==> src/rtl/alu_pkg.sv <==
// Shared opcodes, FSM state type and opcode legality helper for the ALU arbiter.
package alu_pkg;

    localparam int unsigned OP_W = 4;

    localparam logic [OP_W-1:0] OP_ADD = 4'd0;
    localparam logic [OP_W-1:0] OP_SUB = 4'd1;
    localparam logic [OP_W-1:0] OP_MUL = 4'd2;
    localparam logic [OP_W-1:0] OP_DIV = 4'd4;

    typedef enum logic [1:0] {
        IDLE = 2'd0,
        EXEC = 2'd1,
        RESP = 2'd2
    } state_t;

    // True for the opcodes the ALU implements.
    function automatic logic op_legal(input logic [OP_W-1:0] op);
        return (op == OP_ADD) || (op == OP_SUB) || (op == OP_MUL) || (op == OP_DIV);
    endfunction

endpackage

==> src/rtl/alu_arbiter_if.sv <==
// Request/response bus between two requesters, the arbiter and the result consumer.
interface alu_arbiter_if #(
    parameter int unsigned WIDTH = 8
);
    import alu_pkg::*;

    logic                 r0_valid;
    logic                 r0_ready;
    logic [WIDTH-1:0]     r0_in1;
    logic [WIDTH-1:0]     r0_in2;
    logic [OP_W-1:0]      r0_op;
    logic                 r0_invalid;

    logic                 r1_valid;
    logic                 r1_ready;
    logic [WIDTH-1:0]     r1_in1;
    logic [WIDTH-1:0]     r1_in2;
    logic [OP_W-1:0]      r1_op;
    logic                 r1_invalid;

    logic                 rsp_valid;
    logic                 rsp_ready;
    logic                 rsp_id;
    logic [2*WIDTH-1:0]   rsp_out;
    logic                 rsp_zero;
    logic                 rsp_error;

    logic [7:0]           err_cnt0;
    logic [7:0]           err_cnt1;
    logic                 busy;

    modport master (
        output r0_valid, r0_in1, r0_in2, r0_op, r0_invalid,
        output r1_valid, r1_in1, r1_in2, r1_op, r1_invalid,
        output rsp_ready,
        input  r0_ready, r1_ready,
        input  rsp_valid, rsp_id, rsp_out, rsp_zero, rsp_error,
        input  err_cnt0, err_cnt1, busy
    );

    modport slave (
        input  r0_valid, r0_in1, r0_in2, r0_op, r0_invalid,
        input  r1_valid, r1_in1, r1_in2, r1_op, r1_invalid,
        input  rsp_ready,
        output r0_ready, r1_ready,
        output rsp_valid, rsp_id, rsp_out, rsp_zero, rsp_error,
        output err_cnt0, err_cnt1, busy
    );

endinterface

==> src/rtl/alu.sv <==
// Combinational ALU: add/sub/mul/div on zero-extended operands, double-width result.
module alu
    import alu_pkg::*;
#(
    parameter int unsigned WIDTH = 8
) (
    input  logic [WIDTH-1:0]   in1,
    input  logic [WIDTH-1:0]   in2,
    input  logic [OP_W-1:0]    op,
    input  logic               invalid,
    output logic [2*WIDTH-1:0] out,
    output logic               zero,
    output logic               error
);

    localparam int unsigned RW = 2 * WIDTH;

    logic [RW-1:0] a;
    logic [RW-1:0] b;
    logic [RW-1:0] result;
    logic          div_zero;

    assign a = RW'(in1);
    assign b = RW'(in2);

    // Compute the raw result; an error forces the result to zero and clears the zero flag.
    always_comb begin
        result   = '0;
        div_zero = 1'b0;
        case (op)
            OP_ADD:  result = a + b;
            OP_SUB:  result = a - b;
            OP_MUL:  result = a * b;
            OP_DIV: begin
                if (in2 == '0) div_zero = 1'b1;
                else           result   = a / b;
            end
            default: result = '0;
        endcase
        error = invalid | div_zero;
        out   = error ? '0 : result;
        zero  = !error && (out == '0);
    end

endmodule

==> src/rtl/alu_arbiter.sv <==
// Two-requester round-robin front end sharing one ALU, with a held response and error counters.
module alu_arbiter
    import alu_pkg::*;
#(
    parameter int unsigned WIDTH = 8
) (
    input  logic       clk,
    input  logic       rst,
    alu_arbiter_if.slave bus
);

    localparam int unsigned RW = 2 * WIDTH;

    state_t            state;
    state_t            state_next;
    logic              grant0;
    logic              grant1;
    logic              last_grant;

    logic [WIDTH-1:0]  op_in1;
    logic [WIDTH-1:0]  op_in2;
    logic [OP_W-1:0]   op_code;
    logic              op_inv;
    logic              op_id;

    logic [RW-1:0]     alu_out;
    logic              alu_zero;
    logic              alu_error;

    logic              rsp_valid;
    logic              rsp_id;
    logic [RW-1:0]     rsp_out;
    logic              rsp_zero;
    logic              rsp_error;
    logic [7:0]        err_cnt0;
    logic [7:0]        err_cnt1;
    logic              busy;
    logic              rsp_fire;

    assign rsp_fire = rsp_valid && bus.rsp_ready;

    alu #(.WIDTH(WIDTH)) u_alu (
        .in1     (op_in1),
        .in2     (op_in2),
        .op      (op_code),
        .invalid (op_inv),
        .out     (alu_out),
        .zero    (alu_zero),
        .error   (alu_error)
    );

    // State register.
    always_ff @(posedge clk) begin
        if (rst) state <= IDLE;
        else     state <= state_next;
    end

    // Next state and round-robin grant; a tie goes to the requester not granted last.
    always_comb begin
        state_next = state;
        grant0     = 1'b0;
        grant1     = 1'b0;
        case (state)
            IDLE: begin
                if (bus.r0_valid && (!bus.r1_valid || last_grant)) grant0 = 1'b1;
                else if (bus.r1_valid)                             grant1 = 1'b1;
                if (grant0 || grant1) state_next = EXEC;
            end
            EXEC:    state_next = RESP;
            RESP:    if (rsp_fire) state_next = IDLE;
            default: state_next = IDLE;
        endcase
    end

    // Operand capture, response registers, error counters and busy flag.
    always_ff @(posedge clk) begin
        if (rst) begin
            last_grant <= 1'b1;
            op_in1     <= '0;
            op_in2     <= '0;
            op_code    <= '0;
            op_inv     <= 1'b0;
            op_id      <= 1'b0;
            rsp_valid  <= 1'b0;
            rsp_id     <= 1'b0;
            rsp_out    <= '0;
            rsp_zero   <= 1'b0;
            rsp_error  <= 1'b0;
            err_cnt0   <= 8'd0;
            err_cnt1   <= 8'd0;
            busy       <= 1'b0;
        end else begin
            if (grant0) begin
                op_in1  <= bus.r0_in1;
                op_in2  <= bus.r0_in2;
                op_code <= bus.r0_op;
                op_inv  <= bus.r0_invalid;
                op_id   <= 1'b0;
                last_grant <= 1'b0;
            end else if (grant1) begin
                op_in1  <= bus.r1_in1;
                op_in2  <= bus.r1_in2;
                op_code <= bus.r1_op;
                op_inv  <= bus.r1_invalid;
                op_id   <= 1'b1;
                last_grant <= 1'b1;
            end
            if (state == EXEC) begin
                rsp_valid <= 1'b1;
                rsp_id    <= op_id;
                rsp_out   <= op_legal(op_code) ? alu_out   : '0;
                rsp_zero  <= op_legal(op_code) ? alu_zero  : 1'b0;
                rsp_error <= op_legal(op_code) ? alu_error : 1'b1;
            end else if (rsp_fire) begin
                rsp_valid <= 1'b0;
                if (rsp_error) begin
                    if (rsp_id) begin
                        if (err_cnt1 != 8'hFF) err_cnt1 <= err_cnt1 + 8'd1;
                    end else begin
                        if (err_cnt0 != 8'hFF) err_cnt0 <= err_cnt0 + 8'd1;
                    end
                end
            end
            busy <= (state_next != IDLE);
        end
    end

    assign bus.r0_ready  = grant0;
    assign bus.r1_ready  = grant1;
    assign bus.rsp_valid = rsp_valid;
    assign bus.rsp_id    = rsp_id;
    assign bus.rsp_out   = rsp_out;
    assign bus.rsp_zero  = rsp_zero;
    assign bus.rsp_error = rsp_error;
    assign bus.err_cnt0  = err_cnt0;
    assign bus.err_cnt1  = err_cnt1;
    assign bus.busy      = busy;

endmodule

==> src/flat_wrapper.sv <==
// flat-port wrapper written by rule: the top's interface ports become plain ports
module alu_arbiter_flat import alu_pkg::*;
#(
    parameter int unsigned WIDTH = 8
)
  (clk, rst, bus_r0_valid, bus_r0_in1, bus_r0_in2, bus_r0_op, bus_r0_invalid, bus_r1_valid, bus_r1_in1, bus_r1_in2, bus_r1_op, bus_r1_invalid, bus_rsp_ready, bus_r0_ready, bus_r1_ready, bus_rsp_valid, bus_rsp_id, bus_rsp_out, bus_rsp_zero, bus_rsp_error, bus_err_cnt0, bus_err_cnt1, bus_busy);
  alu_arbiter_if #(.WIDTH(WIDTH)) bus_i ();
  input  logic clk;
  input  logic rst;
  input wire logic [$bits(bus_i.r0_valid)-1:0] bus_r0_valid;
  input wire logic [$bits(bus_i.r0_in1)-1:0] bus_r0_in1;
  input wire logic [$bits(bus_i.r0_in2)-1:0] bus_r0_in2;
  input wire logic [$bits(bus_i.r0_op)-1:0] bus_r0_op;
  input wire logic [$bits(bus_i.r0_invalid)-1:0] bus_r0_invalid;
  input wire logic [$bits(bus_i.r1_valid)-1:0] bus_r1_valid;
  input wire logic [$bits(bus_i.r1_in1)-1:0] bus_r1_in1;
  input wire logic [$bits(bus_i.r1_in2)-1:0] bus_r1_in2;
  input wire logic [$bits(bus_i.r1_op)-1:0] bus_r1_op;
  input wire logic [$bits(bus_i.r1_invalid)-1:0] bus_r1_invalid;
  input wire logic [$bits(bus_i.rsp_ready)-1:0] bus_rsp_ready;
  output wire logic [$bits(bus_i.r0_ready)-1:0] bus_r0_ready;
  output wire logic [$bits(bus_i.r1_ready)-1:0] bus_r1_ready;
  output wire logic [$bits(bus_i.rsp_valid)-1:0] bus_rsp_valid;
  output wire logic [$bits(bus_i.rsp_id)-1:0] bus_rsp_id;
  output wire logic [$bits(bus_i.rsp_out)-1:0] bus_rsp_out;
  output wire logic [$bits(bus_i.rsp_zero)-1:0] bus_rsp_zero;
  output wire logic [$bits(bus_i.rsp_error)-1:0] bus_rsp_error;
  output wire logic [$bits(bus_i.err_cnt0)-1:0] bus_err_cnt0;
  output wire logic [$bits(bus_i.err_cnt1)-1:0] bus_err_cnt1;
  output wire logic [$bits(bus_i.busy)-1:0] bus_busy;
  assign bus_i.r0_valid = bus_r0_valid;
  assign bus_i.r0_in1 = bus_r0_in1;
  assign bus_i.r0_in2 = bus_r0_in2;
  assign bus_i.r0_op = bus_r0_op;
  assign bus_i.r0_invalid = bus_r0_invalid;
  assign bus_i.r1_valid = bus_r1_valid;
  assign bus_i.r1_in1 = bus_r1_in1;
  assign bus_i.r1_in2 = bus_r1_in2;
  assign bus_i.r1_op = bus_r1_op;
  assign bus_i.r1_invalid = bus_r1_invalid;
  assign bus_i.rsp_ready = bus_rsp_ready;
  assign bus_r0_ready = bus_i.r0_ready;
  assign bus_r1_ready = bus_i.r1_ready;
  assign bus_rsp_valid = bus_i.rsp_valid;
  assign bus_rsp_id = bus_i.rsp_id;
  assign bus_rsp_out = bus_i.rsp_out;
  assign bus_rsp_zero = bus_i.rsp_zero;
  assign bus_rsp_error = bus_i.rsp_error;
  assign bus_err_cnt0 = bus_i.err_cnt0;
  assign bus_err_cnt1 = bus_i.err_cnt1;
  assign bus_busy = bus_i.busy;
  alu_arbiter #(.WIDTH(WIDTH)) u_core (.clk(clk), .rst(rst), .bus(bus_i));
endmodule
==> config.mk <==
export PLATFORM = sky130hd
export DESIGN_NAME = alu_arbiter_flat
export DESIGN_NICKNAME = d
export VERILOG_FILES = /design/src/rtl/alu_pkg.sv /design/src/rtl/alu_arbiter_if.sv /design/src/rtl/alu.sv /design/src/rtl/alu_arbiter.sv /design/src/flat_wrapper.sv
export SDC_FILE = /design/constraint.sdc
export NUM_CORES = 1
export LEC_CHECK = 0
export CAP_MARGIN = 0
export CORE_UTILIZATION = 55
export CTS_CLUSTER_DIAMETER = 100
export DETAILED_ROUTE_END_ITERATION = 7
export PLACE_DENSITY = 0.79
export SLEW_MARGIN = 20
export SYNTH_ARGS = -nofsm -noshare
export SYNTH_HDL_FRONTEND = slang
export SYNTH_SLANG_ARGS = --single-unit
==> constraint.sdc <==
create_clock -name clk -period 32.1 [get_ports clk]
set_input_delay 6.42 -clock clk [delete_from_list [all_inputs] [get_ports clk]]
set_output_delay 6.42 -clock clk [all_outputs]
set_load 0.02 [all_outputs]
Run 1, the clock network:
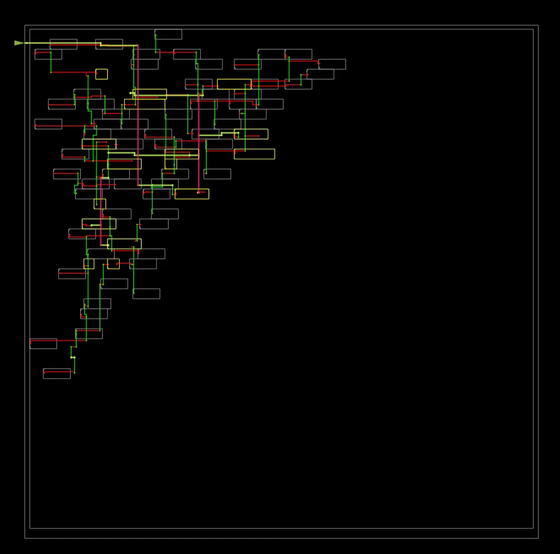
Clk Latency, worst-skew pair: 330 ps
sinks on the clock net: 62
TritonCTS Buffers: 9
Flops: 62

Run 1, ports around the boundary:
The bar under the picture is 50 um long. Pins as bars across the die edge, other pins in gray.
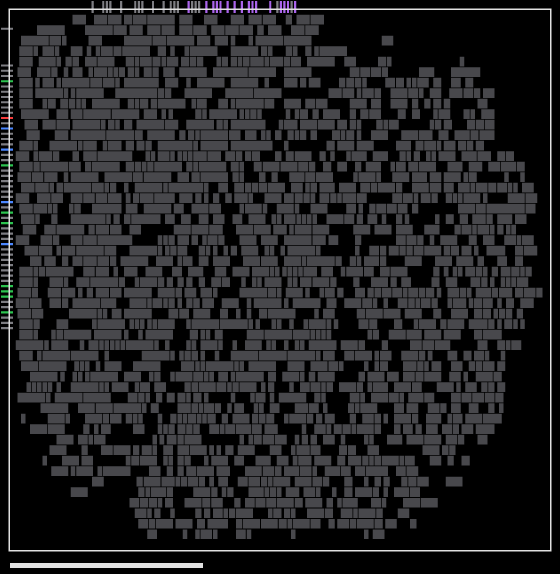
| color | port | pins | direction | edge |
|---|---|---|---|---|
| blue | `bus_r0_op` | 4 | input | left |
| red | `bus_r1_invalid` | 1 | input | left |
| purple | `bus_rsp_out` | 16 | output | top |
| green | `bus_r1_in2` | 8 | input | left |
all pins by edge: 52 left, 34 top

==> results.txt, run 1 <==
Quick summary of the implementation run below.

Sorting the Yosys area breakdown by cell type puts at the top sky130_fd_sc_hd__ha_1. The master cell of the clock root buffer is sky130_fd_sc_hd__clkbuf_16. Across all setup checks in the final design, the least slack found is 2080 ps.

The mean instance size in the synthesized netlist is 7.54 sq um. The area growth from synthesis to layout is 14.7%. The count of plain and timing-repair buffers is 107. The count of non-CTS inverters in the layout came out at 106. For this run, the leading register cell type out of synthesis is sky130_fd_sc_hd__dfxtp_1. The finished cells cover 0.0120 sq mm. The type of destination of the critical path is a flip-flop. After detailed placement, the design holds a cell count of 1673. The number of top-level pins is 86.

The number of cells on the critical path is 134. The fraction of final layout cells with drive strength greater than 1 is 7.66%. The cell area after placement is 0.0115 sq mm. The met1 track utilization from global routing came out at 38.0%.

The path depth of the worst reg2reg path came out at 134. The net count of the finished layout is 1698. The number of H-tree branching levels is 3. The launch point of the critical path was reported as u_core.op_in2[0]. The main combinational cell family by area after synthesis is adder cells. The effective utilization at floorplan came out at 56.0%. Routability-driven placement finished with a final weighted congestion of 0.970. In the final layout, the fill cell count is 1591.

The total tool warning count is 37. Across the placement rows, the number of tap cells is 234. For reference, the critical path is captured by u_core.bus.rsp_out[0].

The post-synthesis instance area is 0.0104 sq mm. STA classifies the critical path startpoint as a flip-flop. Summing all flip-flop and latch instances after layout gives 0.00124 sq mm.

The footprint of the multi-input gates is 0.00871 sq mm. The detailed-route DRC error count is 0. The run finished with clean final reports. The worst min-delay path endpoint is u_core.bus.rsp_out[4].

The flip-flop count of the largest register after layout is 16. The clock-pin slew reported for the worst setup and hold paths after clock tree synthesis came out at 60 ps. In the global route stage, met3 resource usage came out at 3.79%.

The last timing report of the flow puts the setup violation total at 0. In this run the most used layer during global routing was met2. The delay contributed by the slowest stage of the critical path is 560 ps. The count of routing violations after the opening detailed-route iteration is 829. The post-detailed-route via-to-cell ratio is 6.21. The commonest cells after synthesis are sky130_fd_sc_hd__ha_1 (156), sky130_fd_sc_hd__nor2_1 (153), sky130_fd_sc_hd__nand2_1 (128). The initial antenna violation count came to 0. The fraction of standard cell area that is sequential is 10.4%. The hold-critical path depth is 2.

The count of input and output buffers came out at 85. Per the CTS log, the buffer count on the longest clock path is 2. The total negative slack for setup checks is 0 ps.
Run 1, a small window of the routed layout:
The bar under the picture is 20 um long. Region (45, 73) to (95, 123) um. Cells in gray, sequential cells in the stronger gray; small squares are vias.
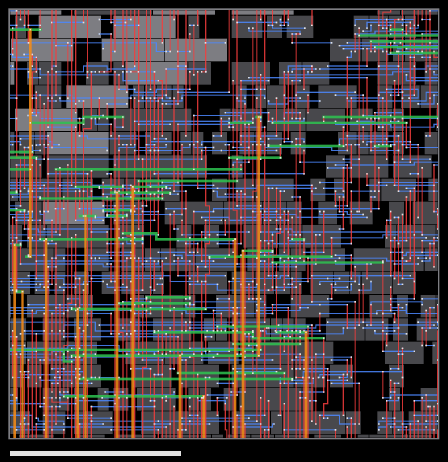
| color | layer |
|---|---|
| red | metal 2 |
| blue | metal 1 |
| green | metal 3 |
| orange | metal 4 |
netlist names of flops here include: `u_core.bus.rsp_out` (10)
cells with their middle in the window: 221
sequential cells in the window: 10
most frequent: ha_1 (33), nor2_1 (27), nand2_1 (20)

[run 1: cells in the final DEF, fill, tap and decap left out, types with 10 or more instances in the layout]
| master | n |
|---|---|
| sky130_fd_sc_hd__o21bai_1 | 19 |
| sky130_fd_sc_hd__ha_1 | 156 |
| sky130_fd_sc_hd__o211ai_1 | 13 |
| sky130_fd_sc_hd__nor4_1 | 15 |
| sky130_fd_sc_hd__nand2b_1 | 16 |
| sky130_fd_sc_hd__nand3_1 | 21 |
| sky130_fd_sc_hd__o21ai_0 | 48 |
| sky130_fd_sc_hd__a31oi_1 | 11 |
| sky130_fd_sc_hd__buf_4 | 21 |
| sky130_fd_sc_hd__mux2i_1 | 16 |
| sky130_fd_sc_hd__a21o_1 | 24 |
| sky130_fd_sc_hd__xor2_1 | 27 |
| sky130_fd_sc_hd__mux2_2 | 28 |
| sky130_fd_sc_hd__nand4_1 | 11 |
| sky130_fd_sc_hd__dfxtp_1 | 60 |
| sky130_fd_sc_hd__nor3_1 | 77 |
| sky130_fd_sc_hd__clkdlybuf4s50_1 | 84 |
| sky130_fd_sc_hd__a221oi_1 | 25 |
| sky130_fd_sc_hd__o21a_1 | 38 |
| sky130_fd_sc_hd__a21oi_1 | 85 |
| sky130_fd_sc_hd__nor2_1 | 152 |
| sky130_fd_sc_hd__nor2b_1 | 12 |
| sky130_fd_sc_hd__o31ai_1 | 13 |
| sky130_fd_sc_hd__inv_1 | 105 |
| sky130_fd_sc_hd__xnor2_1 | 40 |
| sky130_fd_sc_hd__fa_1 | 38 |
| sky130_fd_sc_hd__nand2_1 | 127 |
| sky130_fd_sc_hd__or3_1 | 10 |
[run 1: tightest hold or removal path: stages (launching register included)]
cell and delay [ps]:
sky130_fd_sc_hd__dfxtp_1 310, sky130_fd_sc_hd__nand2_1 50, sky130_fd_sc_hd__a21oi_1 50
==> run 2: changes to the inputs <==
Settings changed: CTS_CLUSTER_SIZE from default to 8.
Run 2, signal wires on met1:
The bar under the picture is 50 um long.
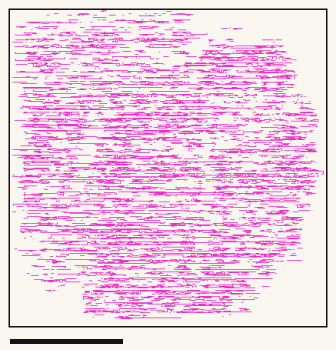
wire length on this layer: 12300 um
main direction: horizontal
share of all routed wire: 42%
longest straight run: 33.1 um
met1 routing resource usage after global routing: 38.0%
final wirelength: 29500 um
number of vias in the routed layout: 10533

Run 2, the clock network:
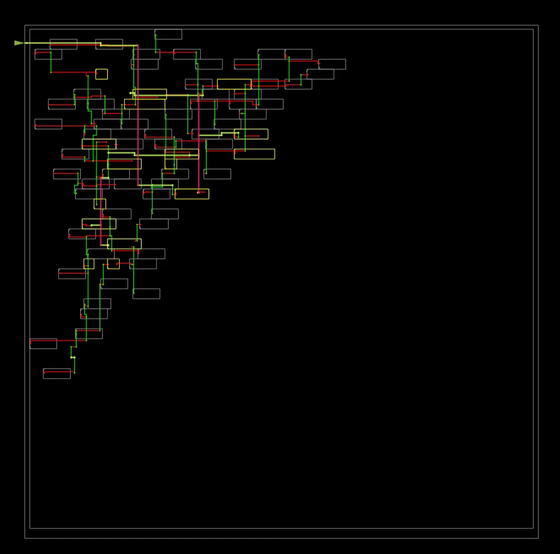
clkbuf count: 9
Clock Skew: 9.35 ps

Run 2, register map, names as in the netlist:
The bar under the picture is 50 um long. Other sequential cells in the stronger gray, the rest of the logic in the fainter gray.
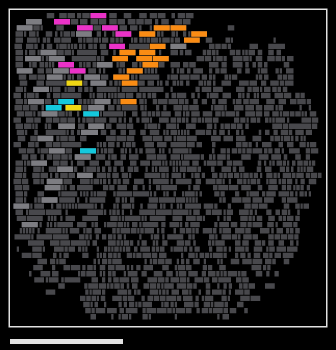
| color | name in the netlist | sequential cells |
|---|---|---|
| yellow | `u_core.state` | 2 |
| cyan | `u_core.op_code` | 4 |
| orange | `u_core.bus.rsp_out` | 16 |
| magenta | `u_core.bus.err_cnt0` | 8 |
not colored: 32
fraction of the core area covered by cells at the end of the flow: 64.3%
flip-flop and latch area: 0.00124 sq mm
fraction of area in registers: 10.4%

==> results.txt, run 2 <==
Quick summary of the implementation run below.

Pins over their slew limit in the final report were tallied at 0. The worst register-to-register path has a setup slack of 2080 ps. In the post-synthesis netlist, the biggest area contributors are sky130_fd_sc_hd__ha_1 (19%), sky130_fd_sc_hd__dfxtp_1 (12%), sky130_fd_sc_hd__fa_1 (7.3%). The final-layout fill cell count is 1591 (unchanged). In the layout the commonest cells are sky130_fd_sc_hd__ha_1 (156), sky130_fd_sc_hd__nor2_1 (152), sky130_fd_sc_hd__nand2_1 (127).

The clock-pin slew reported for the worst setup and hold paths after clock tree synthesis was 60 ps (about the same). The tap cell count came out at 234 (unchanged). The delay contributed by the slowest stage of the critical path came out at 560 ps (about the same). The maximum fanout along the worst path came out at 18.

The die footprint came out at 0.0196 sq mm. The final-stage net count was 1698 (unchanged). The worst setup path is launched from a flip-flop.

The sequential element share of the synthesized area is 11.9%. The growth of design area from synthesis to finish was 14.7% (unchanged). The effective utilization at floorplan is 56.0% (unchanged). The worst setup path category is flip-flop to flip-flop. The synthesized flop and latch total came out at 62. The number of sequential cells is 62 (unchanged). The synthesized netlist cell count came out at 1385. The final worst slack came out at 2080 ps (unchanged).

The final estimated routing congestion in global placement is 0.970 (unchanged). The cell type taking the most area is combinational gates. The number of buffers added by the clock tree synthesis step was 9 (unchanged).

The flip-flop count of the largest register after layout came out at 16 (unchanged). The footprint of the multi-input gates came out at 0.00871 sq mm (unchanged). The number of endpoints failing setup at the final stage came out at 0 (unchanged).

The synthesis report names the predominant flop master as sky130_fd_sc_hd__dfxtp_1. The worst min-delay path endpoint is u_core.bus.rsp_out[4]. The post-synthesis instance area is 0.0104 sq mm (unchanged). The count of non-CTS inverters in the layout was 106 (unchanged).

Across the whole layout, multi-input logic makes up 72.7% of the cell area. The worst path needs 30020 ps of the cycle, external delays included. The count of plain and timing-repair buffers is 107 (unchanged). Clock tree synthesis selected as its root buffer the cell sky130_fd_sc_hd__clkbuf_16. The die height came out at 140 um. The kind of cell adding the most delay to the critical path is AND-OR/OR-AND gates. The count of routing violations after the opening detailed-route iteration came out at 829 (unchanged). The TritonCTS clock tree is built.

The fraction of final layout cells with drive strength greater than 1 came out at 7.66% (unchanged). The total number of clock tree sinks was 62 (unchanged). The flow ran to the end, and the final reports show no timing, DRC or antenna violations.

The final cycle utilization of the critical path came out at 93.5%. The number of H-tree branching levels is 3 (unchanged). The post-detailed-route via-to-cell ratio is 6.21 (unchanged).

The number of global-route vias before repair is 10093. The worst setup path is captured at a flip-flop. Per the cell usage report, the commonest logic cell in the layout is sky130_fd_sc_hd__ha_1. The cell taking the most area after synthesis is sky130_fd_sc_hd__ha_1. The initial antenna violation count is 0 (unchanged). The critical path data arrival time came out at 30210 ps. The path depth of the worst reg2reg path is 134 (unchanged). The buffer depth of the longest clock path was 2 (unchanged). The total tool warning count was 37 (unchanged). The detailed-route DRC error count was 0 (unchanged).

The number of top-level pins is 86 (unchanged). The hold-critical path depth came out at 2 (unchanged). For reference, the top cells by count after synthesis are sky130_fd_sc_hd__ha_1 (156), sky130_fd_sc_hd__nor2_1 (153), sky130_fd_sc_hd__nand2_1 (128). The clock insertion delay at the later pin of the skew report is 330 ps (about the same). The count of input and output buffers is 85 (unchanged). The mean instance size in the synthesized netlist is 7.54 sq um (unchanged). The number of distinct standard cells referenced by the synthesized netlist came out at 82.
run 2: cell counts after synthesis:
No cell type changed its count.
run 2: how the worst max path moves through the flow:
stage / depth (start not counted) / slack (ps) / startpoint / endpoint
after floorplan: 140 / 2340 / u_core.op_in2[0] / u_core.bus.rsp_out[0]
after global placement: 132 / 1410 / u_core.op_in2[0] / u_core.bus.rsp_out[0]
after detailed placement: 131 / 400 / u_core.op_in2[0] / u_core.bus.rsp_out[0]
after CTS: 131 / 240 / u_core.op_in2[0] / u_core.bus.rsp_out[0]
after global routing: 137 / -200 / u_core.op_in2[0] / u_core.bus.rsp_out[0]
final: 134 / 2080 / u_core.op_in2[0] / u_core.bus.rsp_out[0]
run 2: per-layer routing:
metal / wire (um) / GRT usage [%] / vias to the layer above
li1: - / - / 5130
met1: 12300 / 38.0 / 4920
met2: 14100 / 52.0 / 416
met3: 2090 / 3.79 / 67
met4: 1010 / 11.1 / 0
met5: 0 / 0 / -
run 2: per-stage QoR:
step / instance area (sq um) / TNS, ps / instances / utilization (%)
after global routing: 12000 / -196 / 1696 / 64.3
after global placement: 11500 / 0 / 1673 / 61.9
final: 12000 / 0 / 1696 / 64.3
after detailed placement: 11500 / 0 / 1673 / 61.9
after CTS: 11900 / 0 / 1689 / 63.6
after floorplan: 10500 / 0 / 1392 / -
run 2: kinds of logic after synthesis:
group | count (synthesis) | share of synthesized area [%]
AND/OR/NAND/NOR | 498 | 22.6
AND-OR/OR-AND | 357 | 23.2
adder cells (fa/ha/maj) | 194 | 26.0
buffers and inverters | 159 | 5.80
XOR/XNOR | 67 | 5.62
flip-flops | 62 | 11.9
multiplexers | 47 | 4.95
other | 1 | 0.0359
==> run 3: changes to the inputs <==
Settings changed: GPL_ROUTABILITY_DRIVEN from default to 1, SLEW_MARGIN 20 to 5.
Run 3, a small window of the routed layout:
The bar under the picture is 20 um long. Region (45, 73) to (95, 123) um. Cells in gray, sequential cells in the stronger gray; small squares are vias.
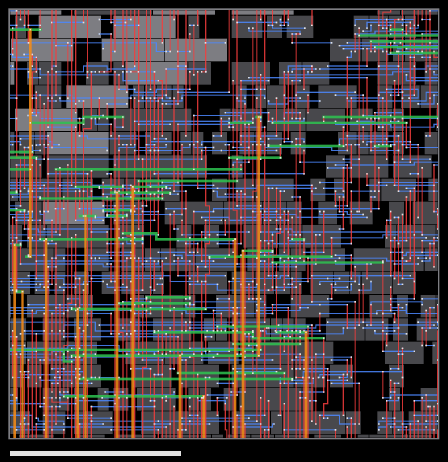
| color | layer |
|---|---|
| red | metal 2 |
| green | metal 3 |
| blue | metal 1 |
| orange | metal 4 |
most frequent: ha_1 (33), nor2_1 (27), nand2_1 (20)
cells with their middle in the window: 221
netlist names of flops here include: `u_core.bus.rsp_out` (10)
sequential cells in the window: 10

Run 3, register map, names as in the netlist:
The bar under the picture is 50 um long. Other sequential cells in the stronger gray, the rest of the logic in the fainter gray.
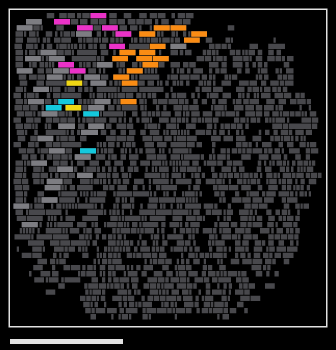
| color | name in the netlist | sequential cells |
|---|---|---|
| yellow | `u_core.state` | 2 |
| magenta | `u_core.bus.err_cnt0` | 8 |
| orange | `u_core.bus.rsp_out` | 16 |
| cyan | `u_core.op_code` | 4 |
not colored: 32

==> results.txt, run 3 <==
Quick summary of the implementation run below.

The post-route core utilization is 64.3% (unchanged). The flip-flop count of the largest register after layout came out at 16 (unchanged). The synthesized flop and latch total is 62 (unchanged). The total number of clock tree sinks came to 62 (unchanged). The setup path with the least slack is of type flip-flop to flip-flop. Counting instances in the post-synthesis netlist gives the leading cell types as sky130_fd_sc_hd__ha_1 (156), sky130_fd_sc_hd__nor2_1 (153), sky130_fd_sc_hd__nand2_1 (128).

The number of endpoints failing setup at the final stage came out at 0 (unchanged). The count of input and output buffers is 85 (unchanged). The number of H-tree branching levels came to 3 (unchanged). The final cycle utilization of the critical path is 93.5% (unchanged).

Looking at the clock tree report, the root buffer type is sky130_fd_sc_hd__clkbuf_16. The path depth of the worst reg2reg path is 134 (unchanged). The complex-gate fraction of the synthesized area came out at 23.2% (unchanged).

The final estimated routing congestion in global placement is 0.970 (unchanged). The post-detailed-route via-to-cell ratio came to 6.21 (unchanged). The post-synthesis instance area came out at 0.0104 sq mm (unchanged). The placed cell count is 1673 (unchanged). The multiplexer area fraction after synthesis was 4.95% (unchanged). The die footprint was 0.0196 sq mm (unchanged). Sorting the synthesized cells by area gives the leading types as sky130_fd_sc_hd__ha_1 (19%), sky130_fd_sc_hd__dfxtp_1 (12%), sky130_fd_sc_hd__fa_1 (7.3%). The die height came out at 140 um (unchanged). The post-layout instance count excluding filler cells is 1696 (unchanged). The detailed-route DRC error count is 0 (unchanged).

The number of global-route vias before repair came to 10093 (unchanged). TritonCTS built the clock tree. The worst clock skew was 9.35 ps (unchanged). The mean instance size in the synthesized netlist came out at 7.54 sq um (unchanged). The number of cells on the critical path came out at 134 (unchanged). The routed via count came out at 10533 (unchanged).

The final number of max-transition violations is 0 (unchanged). The growth of design area from synthesis to finish came out at 14.7% (unchanged). The run finished with clean final reports. The worst setup path is launched from a flip-flop. Leaving out fill and tap cells, the most frequent cell in the layout is sky130_fd_sc_hd__ha_1. The final-layout fill cell count came out at 1591 (unchanged). The synthesized netlist cell count came out at 1385 (unchanged). The delay contributed by the slowest stage of the critical path came to 560 ps (about the same). The clock-pin slew reported for the worst setup and hold paths after clock tree synthesis is 60 ps (about the same).

The final wirelength is 29500 um (unchanged). The fraction of final layout cells with drive strength greater than 1 is 7.66% (unchanged). The total negative slack for setup checks came out at 0 ps (unchanged). The core footprint came out at 0.0186 sq mm. The residual antenna-violating net count after detailed routing is 0. The post-synthesis share of cell area spent on full adders, half adders and majority gates came to 26.0% (unchanged). The count of routing violations after the opening detailed-route iteration is 829 (unchanged). The cell taking the most area after synthesis is sky130_fd_sc_hd__ha_1.

The number of distinct standard cells referenced by the synthesized netlist is 82 (unchanged). The xor and xnor fraction of the mapped netlist area is 5.62% (unchanged). Leaving out fill and tap cells, the most frequent cells in the layout are sky130_fd_sc_hd__ha_1 (156), sky130_fd_sc_hd__nor2_1 (152), sky130_fd_sc_hd__nand2_1 (127). The final-stage net count is 1698 (unchanged).

The buffer depth of the longest clock path is 2 (unchanged). The clock insertion delay at the later pin of the skew report is 330 ps (about the same). The most used flip-flop cell is sky130_fd_sc_hd__dfxtp_1.

The number of buffers added by the clock tree synthesis step came to 9 (unchanged). The total tool warning count was 37 (unchanged). The main combinational cell family by area after synthesis is adder cells. The number of top-level pins is 86 (unchanged). The time the worst path needs with I/O delays and setup came out at 30020 ps (unchanged). The simple-gate share of the synthesized area came out at 22.6% (unchanged).
Run 3, the clock network:
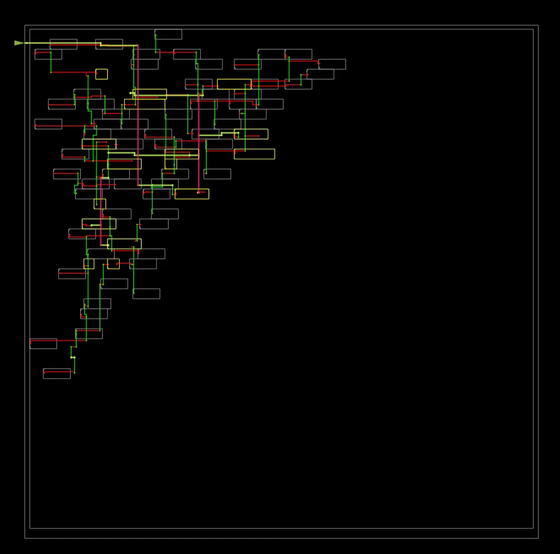

## run 3: cell counts after synthesis
No cell type changed its count.
## run 3: final timing paths
kind,startpoint,to,slack [ps]
hold reg to reg,u_core.bus.rsp_out[4],u_core.bus.rsp_out[4],460
setup / recovery,u_core.op_in2[0],u_core.bus.rsp_out[0],2080
hold / removal,u_core.bus.rsp_out[4],u_core.bus.rsp_out[4],460
setup reg to reg,u_core.op_in2[0],u_core.bus.rsp_out[0],2080
## run 3: per-stage QoR
| stage | setup slack, ps | area, sq um | hold slack (ps) |
|---|---|---|---|
| floorplan | 2340 | 10500 | 432 |
| finish | 2080 | 12000 | 459 |
| detailed placement | 397 | 11500 | 450 |
| global route | -196 | 12000 | 478 |
| global placement | 1410 | 11500 | 449 |
| CTS | 238 | 11900 | 458 |
## run 3: layout make-up
| class | count | area (sq um) | area share (%) |
|---|---|---|---|
| Tap cell | 234 | 293 | 2.44 |
| Clock buffer | 9 | 225 | 1.88 |
| Timing Repair Buffer | 107 | 1010 | 8.47 |
| Multi-Input combinational cell | 1171 | 8710 | 72.7 |
| Sequential cell | 62 | 1240 | 10.4 |
| Clock inverter | 7 | 103 | 0.856 |
| Inverter | 106 | 398 | 3.32 |
## run 3: metal layers
layer	up-vias	routed length [um]	GRT usage, %	share of wire (%)
li1	5130	-	-	-
met1	4920	12300	38.0	42
met2	416	14100	52.0	48
met3	67	2090	3.79	7.1
met4	0	1010	11.1	3.4
met5	-	0	0	0
